--- config.mk ---
export PLATFORM = sky130hd
export DESIGN_NAME = piso_serializer_flat
export DESIGN_NICKNAME = d
export VERILOG_FILES = /design/src/rtl/piso_if.sv /design/src/rtl/piso_serializer.sv /design/src/flat_wrapper.sv
export SDC_FILE = /design/constraint.sdc
export NUM_CORES = 1
export LEC_CHECK = 0
export CAP_MARGIN = 10
export CORE_AREA = 2 2 39 41
export CTS_CLUSTER_DIAMETER = 150
export CTS_CLUSTER_SIZE = 8
export DETAILED_ROUTE_END_ITERATION = 7
export DIE_AREA = 0 0 41 43
export HOLD_SLACK_MARGIN = 0.06
export PLACE_DENSITY = 0.69
export SLEW_MARGIN = 15
export SYNTH_ARGS = -nofsm -noshare
export SYNTH_HDL_FRONTEND = slang
export SYNTH_SLANG_ARGS = --single-unit
--- constraint.sdc ---
create_clock -name clk -period 1.3 [get_ports clk]
set_input_delay 0.39 -clock clk [delete_from_list [all_inputs] [get_ports clk]]
set_output_delay 0.39 -clock clk [all_outputs]
set_load 0.005 [all_outputs]
--- src/rtl/piso_if.sv ---
// Load/ready word handshake plus serial stream outputs of the PISO serializer.
interface piso_if #(
  parameter int unsigned WIDTH = 4
);
  logic             load;
  logic [WIDTH-1:0] din;
  logic             ready;
  logic             serial_out;
  logic             out_valid;
  logic             done;

  modport master (
    output load, din,
    input  ready, serial_out, out_valid, done
  );

  modport slave (
    input  load, din,
    output ready, serial_out, out_valid, done
  );
endinterface

--- src/rtl/piso_serializer.sv ---
// MSB-first parallel-to-serial converter with a back-to-back load/ready handshake.
// Define PISO_PARITY_EN to append an even-parity bit to every frame.
module piso_serializer #(
  parameter int unsigned WIDTH = 4
) (
  input  logic   clk,
  input  logic   rst,
  piso_if.slave  bus
);
  localparam int unsigned CW = $clog2(WIDTH + 1);
`ifdef PISO_PARITY_EN
  localparam int unsigned LAST = WIDTH;
`else
  localparam int unsigned LAST = WIDTH - 1;
`endif

  typedef enum logic {IDLE, SHIFT} state_e;

  state_e           state_q, state_d;
  logic [WIDTH-1:0] sh_q, sh_d;
  logic [CW-1:0]    cnt_q, cnt_d;
  logic             ser_q, ser_d;
  logic             valid_q, valid_d;
  logic             done_q, done_d;
  logic             ready_q, ready_d;
`ifdef PISO_PARITY_EN
  logic             par_q, par_d;
`endif

  always_comb begin
    state_d = state_q;
    sh_d    = sh_q;
    cnt_d   = cnt_q;
`ifdef PISO_PARITY_EN
    par_d   = par_q;
`endif
    unique case (state_q)
      IDLE: begin
        if (bus.load) begin
          state_d = SHIFT;
          sh_d    = bus.din;
          cnt_d   = '0;
`ifdef PISO_PARITY_EN
          par_d   = ^bus.din;
`endif
        end
      end
      SHIFT: begin
        if (cnt_q == CW'(LAST)) begin
          if (bus.load) begin
            sh_d  = bus.din;
            cnt_d = '0;
`ifdef PISO_PARITY_EN
            par_d = ^bus.din;
`endif
          end else begin
            state_d = IDLE;
            sh_d    = '0;
            cnt_d   = '0;
          end
        end else begin
          sh_d  = sh_q << 1;
          cnt_d = cnt_q + CW'(1);
        end
      end
    endcase

    // Outputs are computed from next state so they sit in flops, not behind load/din.
    valid_d = (state_d == SHIFT);
    done_d  = valid_d && (cnt_d == CW'(LAST));
    ready_d = !valid_d || done_d;
    ser_d   = valid_d && sh_d[WIDTH-1];
`ifdef PISO_PARITY_EN
    if (cnt_d == CW'(WIDTH)) ser_d = valid_d && par_d;
`endif
  end

  always_ff @(posedge clk or posedge rst) begin
    if (rst) begin
      state_q <= IDLE;
      sh_q    <= '0;
      cnt_q   <= '0;
      ser_q   <= 1'b0;
      valid_q <= 1'b0;
      done_q  <= 1'b0;
      ready_q <= 1'b1;
`ifdef PISO_PARITY_EN
      par_q   <= 1'b0;
`endif
    end else begin
      state_q <= state_d;
      sh_q    <= sh_d;
      cnt_q   <= cnt_d;
      ser_q   <= ser_d;
      valid_q <= valid_d;
      done_q  <= done_d;
      ready_q <= ready_d;
`ifdef PISO_PARITY_EN
      par_q   <= par_d;
`endif
    end
  end

  assign bus.ready      = ready_q;
  assign bus.serial_out = ser_q;
  assign bus.out_valid  = valid_q;
  assign bus.done       = done_q;
endmodule

--- src/flat_wrapper.sv ---
// flat-port wrapper written by rule: the top's interface ports become plain ports
module piso_serializer_flat 
#(
  parameter int unsigned WIDTH = 4
)
  (clk, rst, bus_load, bus_din, bus_ready, bus_serial_out, bus_out_valid, bus_done);
  piso_if #(.WIDTH(WIDTH)) bus_i ();
  input  logic clk;
  input  logic rst;
  input wire logic [$bits(bus_i.load)-1:0] bus_load;
  input wire logic [$bits(bus_i.din)-1:0] bus_din;
  output wire logic [$bits(bus_i.ready)-1:0] bus_ready;
  output wire logic [$bits(bus_i.serial_out)-1:0] bus_serial_out;
  output wire logic [$bits(bus_i.out_valid)-1:0] bus_out_valid;
  output wire logic [$bits(bus_i.done)-1:0] bus_done;
  assign bus_i.load = bus_load;
  assign bus_i.din = bus_din;
  assign bus_ready = bus_i.ready;
  assign bus_serial_out = bus_i.serial_out;
  assign bus_out_valid = bus_i.out_valid;
  assign bus_done = bus_i.done;
  piso_serializer #(.WIDTH(WIDTH)) u_core (.clk(clk), .rst(rst), .bus(bus_i));
endmodule
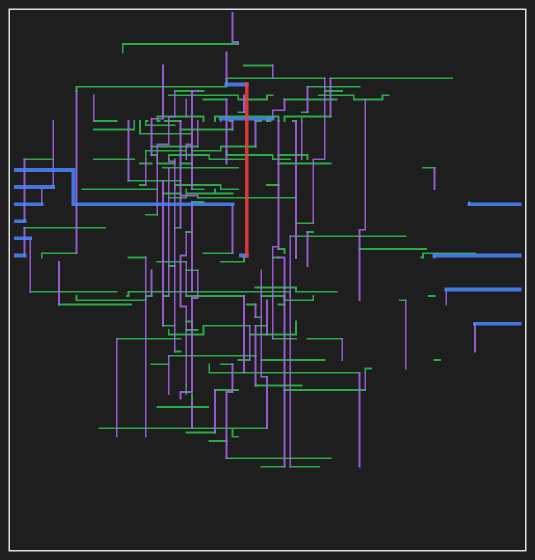
(run_1/wires.png)
legend:
  metal 1:
    colour: green
    wire_length: 388 µm
  metal 2:
    colour: purple
    wire_length: 377 µm
  metal 4:
    colour: red
    wire_length: 13.6 µm
  metal 3:
    colour: blue
    wire_length: 53.8 µm

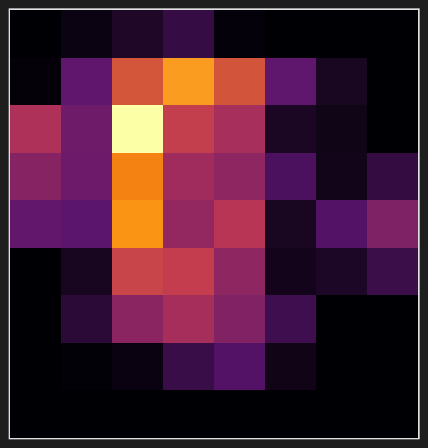
(run_1/metal_density.png)
8 x 9 tiles, from black (low) to pale yellow (high), scaled to the fullest tile. Values are wire area over tile area, all layers added.
mean over tiles: 0.077
emptiest ninth of the die: lower right
tiles over half the peak: 13%
fullest tile: 0.37
nearly empty tiles: 33%
total track usage: 12.0%
via count: 331

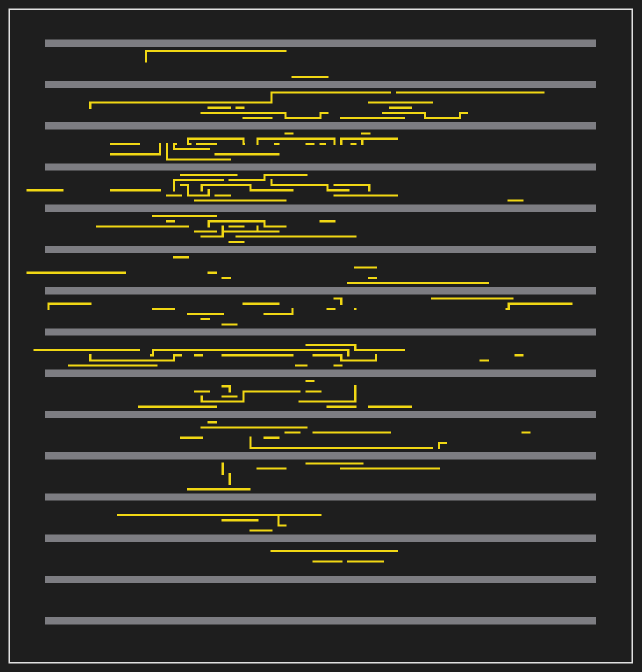
(run_1/layer_met1.png)
Supply wires on this layer in grey.
share of all routed wire: 47%
main direction: horizontal

==> results.sh, run 1 <==
# implementation run metrics
export IMPL_outcome="complete, no violations"
export IMPL_gp_congestion=0.754
export IMPL_vias_per_cell=4.60
export IMPL_synth_area_um2=443
export IMPL_coreArea_mm2=0.00138
export IMPL_layout_top_cells="9 x dfrtp_1, 6 x clkdlybuf4s50_1, 5 x nand2_1, 5 x a21oi_1, 5 x buf_4"
export IMPL_drc=0
export IMPL_grt_pass1_wl_um=1390
export IMPL_worstHoldPathType="in2async"
export IMPL_slew_viol_final=0
export IMPL_vdd_drop_max_mv=1.10
export IMPL_critical_path_top_delay_family="flip-flops"
export IMPL_clockRootBuffer="clkbuf_4"
export IMPL_maxCapViolations=0
export IMPL_finalWorstSetupSlack_ns=0.0418
export IMPL_h_tree_depth=1
export IMPL_antenna_cells=0
export IMPL_crit_path_cell_trace="dlygate4sd2_1"
export IMPL_dpl_cell_area_um2=592
export IMPL_die_w_um=41
export IMPL_worst_ep_arrival_time_ns=0.87
export IMPL_leakage_nw=0.300
export IMPL_place_ws_ns=-0.171
export IMPL_p_per_area_mw_per_mm2=2130
export IMPL_hold_viol=0
export IMPL_wl_per_cell_um=11.6
export IMPL_relSlewSlack_pct=74.8
export IMPL_crit_path_end_kind="output pin"
export IMPL_finalCriticalPeriod_ns=1.26
export IMPL_drive_gt1_share_pct=33.9
export IMPL_final_antenna_net_count=0
export IMPL_tritoncts="built"
export IMPL_crit_path_max_fanout=1
export IMPL_ios=11
export IMPL_ys_ff=10
export IMPL_period_used_pct=96.8
export IMPL_nets=65
export IMPL_clock_path_buffers=2
export IMPL_reg2reg_from="u_core.cnt_q[1]"
export IMPL_yosysSeqAreaShare_pct=56.8
export IMPL_die_y_um=43
export IMPL_cp_required_ns=0.91
export IMPL_timing_fmax_ghz=0.795
export IMPL_grt_max_degree=11
export IMPL_cp_num_buf_inv=1
export IMPL_antenna_found_initial=0
export IMPL_drtIter0Drc=8
export IMPL_postCtsSetupRepairBufs=0
export IMPL_path_clk_slew_ns=0.07
export IMPL_row_count=14
export IMPL_first_pass_iters=4
export IMPL_ys_chip_area_um2=443
export IMPL_final_area_um2=631
export IMPL_worst_pin_slew_ns=0.378
export IMPL_cts_buffers=3
export IMPL_yosysWarnings=0
export IMPL_path_class="reg2out"
export IMPL_cpPeakStageDelay_ns=0.36
export IMPL_synth_cell_type_count=19
export IMPL_cts_sinks=10
export IMPL_io_buffers=10
export IMPL_finClkSkew_ns=0.00388
export IMPL_wl_um=833
export IMPL_clock_latency_ns=0.26
export IMPL_dieArea_mm2=0.00176
export IMPL_grt_pass1_vias=317
export IMPL_syn_nets=46
export IMPL_avgSynthCellArea_um2=11.7
export IMPL_rr_worst_depth=4
export IMPL_warning_count=26
export IMPL_ys_cells=38
export IMPL_setup_violations_final=0
export IMPL_initCoreUtil_pct=32.0
export IMPL_dp_hpwl_um=605
export IMPL_final_common_cell="dfrtp_1"
export IMPL_syn_inst=38
export IMPL_cpMaxStageDelayCell="dfrtp_1"
export IMPL_syn_to_final_growth_pct=42.4
export IMPL_startpoint_type="flip-flop"
export IMPL_overflow=0
export IMPL_r2r_end="u_core.sh_q[2]"
export IMPL_reg2reg_slack_ns=0.05
run 1: where the power goes:
group          leakage (nW)  total (mW)  internal [mW]  switching (mW)
Combinational         0.154       0.570          0.337           0.233
Clock                0.0210       0.277          0.170           0.107
Sequential            0.125       0.497          0.433          0.0640
Total                 0.300        1.34          0.940           0.404
run 1: synth_stat cells (all sizes together):
cell / instances / share of area (%)
and2b: 1 / 2.0
o21ai: 1 / 1.1
a31o: 1 / 2.0
buf: 1 / 2.5
a21oi: 5 / 5.6
a22o: 1 / 2.3
dfstp: 1 / 5.9
and3: 1 / 1.7
a32o: 1 / 2.3
o21a: 1 / 1.7
nor2: 1 / 0.85
ha: 1 / 2.8
dfrtp: 9 / 51
nand2: 5 / 4.2
inv: 3 / 2.5
and2: 1 / 2.0
nand2b: 1 / 3.1
a21o: 1 / 2.0
a221o: 2 / 4.5
run 1: registers in the layout, summed over array words and instances (netlist names):
register               count
u_core.bus.serial_out      1
u_core.cnt_q               3
u_core.sh_q                3
u_core.bus.ready           1
u_core.state_q             1
u_core.bus.done            1
run 1: stage by stage:
stage | hold WS, ns | instances | TNS (ns) | utilization (%) | total power, mW
6_report | 0.401 | 72 | 0 | 45.6 | 1.34
5_1_grt | 0.453 | 72 | -0.00782 | 45.6 | 1.45
4_1_cts | 0.417 | 72 | 0 | 44.8 | 1.31
3_5_place_dp | 0.485 | 68 | -0.961 | 42.8 | 1.06
3_3_place_gp | 0.484 | 68 | -0.991 | 42.8 | 1.05
2_1_floorplan | 0.229 | 38 | 0 | - | 0.875
run 1: timing repair:
item,4_1_cts,5_1_grt
resized,8,1
endpoints found under the hold margin,0,0
hold buffers,0,0
setup endpoints to repair,4,1
run 1: metal layers:
metal	global-route usage, %	wire (µm)	up-vias
met1	17.7	388	147
met2	15.6	377	14
li1	-	-	168
met5	0	0	-
met3	3.14	53	2
met4	6.00	13	0
run 1: how the worst max path moves through the flow:
stage               depth (start not counted)                  start  slack (ns)               to
floorplan                                   5        u_core.cnt_q[0]      0.0005   u_core.sh_q[2]
global placement                            5               bus_load       -0.16  u_core.cnt_q[0]
detailed placement                          5               bus_load       -0.17  u_core.cnt_q[0]
CTS                                         1  u_core.bus.serial_out        0.03   bus_serial_out
global route                                4        u_core.cnt_q[1]      -0.008   u_core.sh_q[2]
finish                                      1  u_core.bus.serial_out        0.04   bus_serial_out
run 1: layout make-up:
cell class                 count  area (µm²)
fill                         141         753
sequential                    10         251
multi-input combinational     24         181
timing repair buffer          15         130
clock buffer                   4        36.3
tap                           16        20.0
inverter                       3        11.3
run 1: cells by family (layout without fill, tap and decap cells):
family                     count (synthesis)  in the layout  synth area share [%]
and+or+nand+nor                           10             10                  13.8
DFF                                       10             10                  56.8
adders and majority gates                  1              1                  2.82
buffers and inverters                      4             22                  5.08
AOI/OAI and AO/OA                         13             13                  21.5
==> run_1/placement_by_type.png <==
The bar under the picture is 10 µm long. Fill, decap, tap and diode cells in grey.
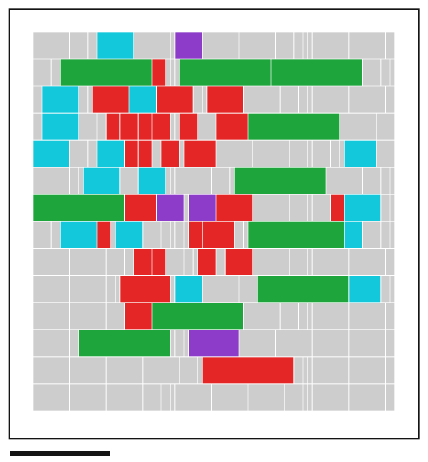

==> run 2, diff against run 1 <==
- SETUP_SLACK_MARGIN: default -> 0.1
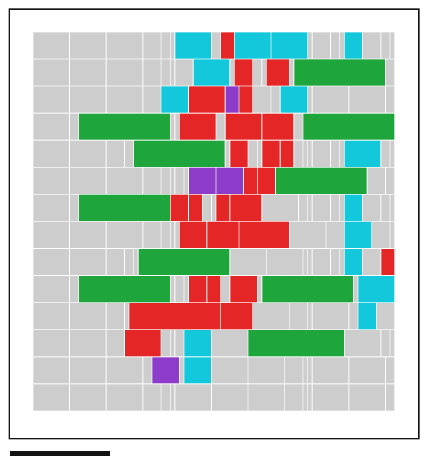
(run_2/placement_by_type.png)
The bar under the picture is 10 µm long. Fill, decap, tap and diode cells in grey.
legend:
  clock drivers and dummy loads:
    colour: purple
    cells: 4
    share_of_their_area: 4.4%
  combinational and other logic:
    colour: red
    cells: 27
    share_of_their_area: 33%
  sequential cells:
    colour: green
    cells: 10
    share_of_their_area: 43%
  remaining buffers and delay cells:
    colour: cyan
    cells: 15
    share_of_their_area: 20%

==> run 2 against run 1 <==
Worst hold slack got worse by 0.0072 ns. Critical path depth did not move. Clock skew rose by 0.0039 ns. Utilization fell by 1.4 points. Final area fell by 3.2%. Non-clock buffer count did not move. Die area did not move. Register-to-register slack improved by 0.02 ns. Sequential power barely moved. Setup slack improved by 0.0017 ns. Critical path type unchanged. Routed wire length rose by 5.0%. Synthesized cell count did not move.
==> results.sh, run 2 <==
# implementation run metrics
export IMPL_antenna_cells=0
export IMPL_path_clk_slew_ns=0.07
export IMPL_clock_latency_ns=0.26
export IMPL_yosysSeqAreaShare_pct=56.8
export IMPL_die_w_um=41
export IMPL_avgSynthCellArea_um2=11.7
export IMPL_dp_hpwl_um=580
export IMPL_wl_um=875
export IMPL_place_inst=65
export IMPL_row_count=14
export IMPL_topCellsByArea="dfrtp_1 51%, dfstp_2 5.9%, a21oi_1 5.6%, a221o_1 4.5%, nand2_1 4.2%"
export IMPL_final_antenna_net_count=0
export IMPL_ys_cells=38
export IMPL_cpMaxStageDelayCell="dfstp_2"
export IMPL_startpoint_type="flip-flop"
export IMPL_slew_viol_final=0
export IMPL_reg2reg_slack_ns=0.07
export IMPL_dieArea_mm2=0.00176
export IMPL_outcome="complete, no violations"
export IMPL_vias=334
export IMPL_synth_cell_type_count=19
export IMPL_h_tree_depth=1
export IMPL_io_buffers=10
export IMPL_tritoncts="built"
export IMPL_cts_sinks=10
export IMPL_warning_count=29
export IMPL_edf_count=0
export IMPL_p_per_area_mw_per_mm2=2150
export IMPL_cts_buffers=3
export IMPL_clock_path_buffers=2
export IMPL_yosysMostFrequentCell="dfrtp_1"
export IMPL_regArea_um2=251
export IMPL_die_y_um=43
export IMPL_fillers=144
export IMPL_leakage_nw=0.287
export IMPL_ios=11
export IMPL_vias_per_cell=4.64
export IMPL_grt_max_degree=11
export IMPL_finClkSkew_ns=0.00775
export IMPL_worst_ep_arrival_time_ns=0.87
export IMPL_cp_required_ns=0.91
export IMPL_ys_async_sr_fraction_pct=100
export IMPL_setup_violations_final=0
export IMPL_ys_chip_area_um2=443
export IMPL_top_area_cell="dfrtp_1"
export IMPL_ys_ff=10
export IMPL_antenna_found_initial=0
export IMPL_coreArea_mm2=0.00138
export IMPL_drtIter0Drc=7
export IMPL_first_pass_iters=4
export IMPL_initCoreUtil_pct=32.0
export IMPL_overflow=0
export IMPL_gp_congestion=0.663
export IMPL_syn_to_final_growth_pct=37.9
export IMPL_worst_pin_slew_ns=0.368
export IMPL_syn_nets=46
export IMPL_grt_usage_pct=11.9
export IMPL_utilization_pct=44.1
export IMPL_fin_cells=72
export IMPL_cpPeakStageDelay_ns=0.51
export IMPL_grt_pass1_wl_um=1350
export IMPL_wl_per_cell_um=12.2
export IMPL_yosys_top_cells_count="9 x dfrtp_1, 5 x a21oi_1, 5 x nand2_1, 3 x inv_1, 2 x a221o_1"
export IMPL_hold_slack_ns=0.394
export IMPL_synth_top_flop_cell="dfrtp_1"
export IMPL_syn_inst=38
export IMPL_comb_area_um2=184
export IMPL_drive_gt1_share_pct=39.3
export IMPL_critical_path_top_delay_family="flip-flops"
export IMPL_period_used_pct=96.7
export IMPL_clockRootBuffer="clkbuf_4"
export IMPL_synth_top_cell_area_share_pct=50.8
export IMPL_hold_viol=0
export IMPL_grt_pass1_vias=334
export IMPL_synth_area_um2=443
[run 2: cell counts after synthesis]
Identical to the previous run, type by type.
[run 2: kinds of logic after synthesis]
family | count (synthesis) | synth area share (%)
AND/OR/NAND/NOR | 10 | 13.8
adder cells (fa/ha/maj) | 1 | 2.82
flip-flops | 10 | 56.8
AND-OR/OR-AND | 13 | 21.5
buffers and inverters | 4 | 5.08
[run 2: area by class of cell]
cell class | count | share of cell area (%)
Sequential cell | 10 | 41.2
Multi-Input combinational cell | 24 | 30.1
Timing Repair Buffer | 15 | 19.3
Clock buffer | 4 | 4.30
Tap cell | 16 | 3.28
Inverter | 3 | 1.84
[run 2: timing repair]
item,CTS,global route
gates cloned,0,0
endpoints found under the hold margin,0,0
buffers inserted,2,2
pin swaps,0,2
resized,17,0
endpoints found under the setup margin,6,4
[run 2: path summary, 6_finish.rpt]
check | startpoint | endpoint | depth (start not counted)
max | u_core.bus.ready | bus_ready | 1
min | rst | u_core.sh_q[2] | 2
max reg2reg | u_core.cnt_q[0] | u_core.sh_q[1] | 4
min reg2reg | u_core.sh_q[2] | u_core.bus.serial_out | 1
max in group asynchronous | rst | u_core.bus.ready | 2
min in group clk | u_core.sh_q[2] | u_core.bus.serial_out | 1
[run 2: metrics by stage]
stage	power [mW]	setup slack (ns)	area [µm²]	setup TNS [ns]
floorplan	0.907	0.0301	455	0
global placement	1.05	-0.164	579	-0.832
detailed placement	1.06	-0.166	579	-0.938
CTS	1.30	0.0276	603	0
global route	1.42	0.0100	611	0
finish	1.31	0.0435	611	0
[run 2: power by group]
group,internal (mW),total [mW],switching (mW)
registers,0.433,0.499,0.0665
clock network,0.118,0.222,0.103
logic,0.345,0.592,0.247
[run 2: layer usage]
metal / wire length (µm) / vias to the layer above / GRT usage, %
met3: 43 / 2 / 4.71
met2: 424 / 8 / 15.9
li1: - / 172 / -
met1: 391 / 152 / 15.0
met4: 14 / 0 / 8.00
met5: 0 / - / 0
Power figures rest on the tool's default switching activity, not on a simulated workload.
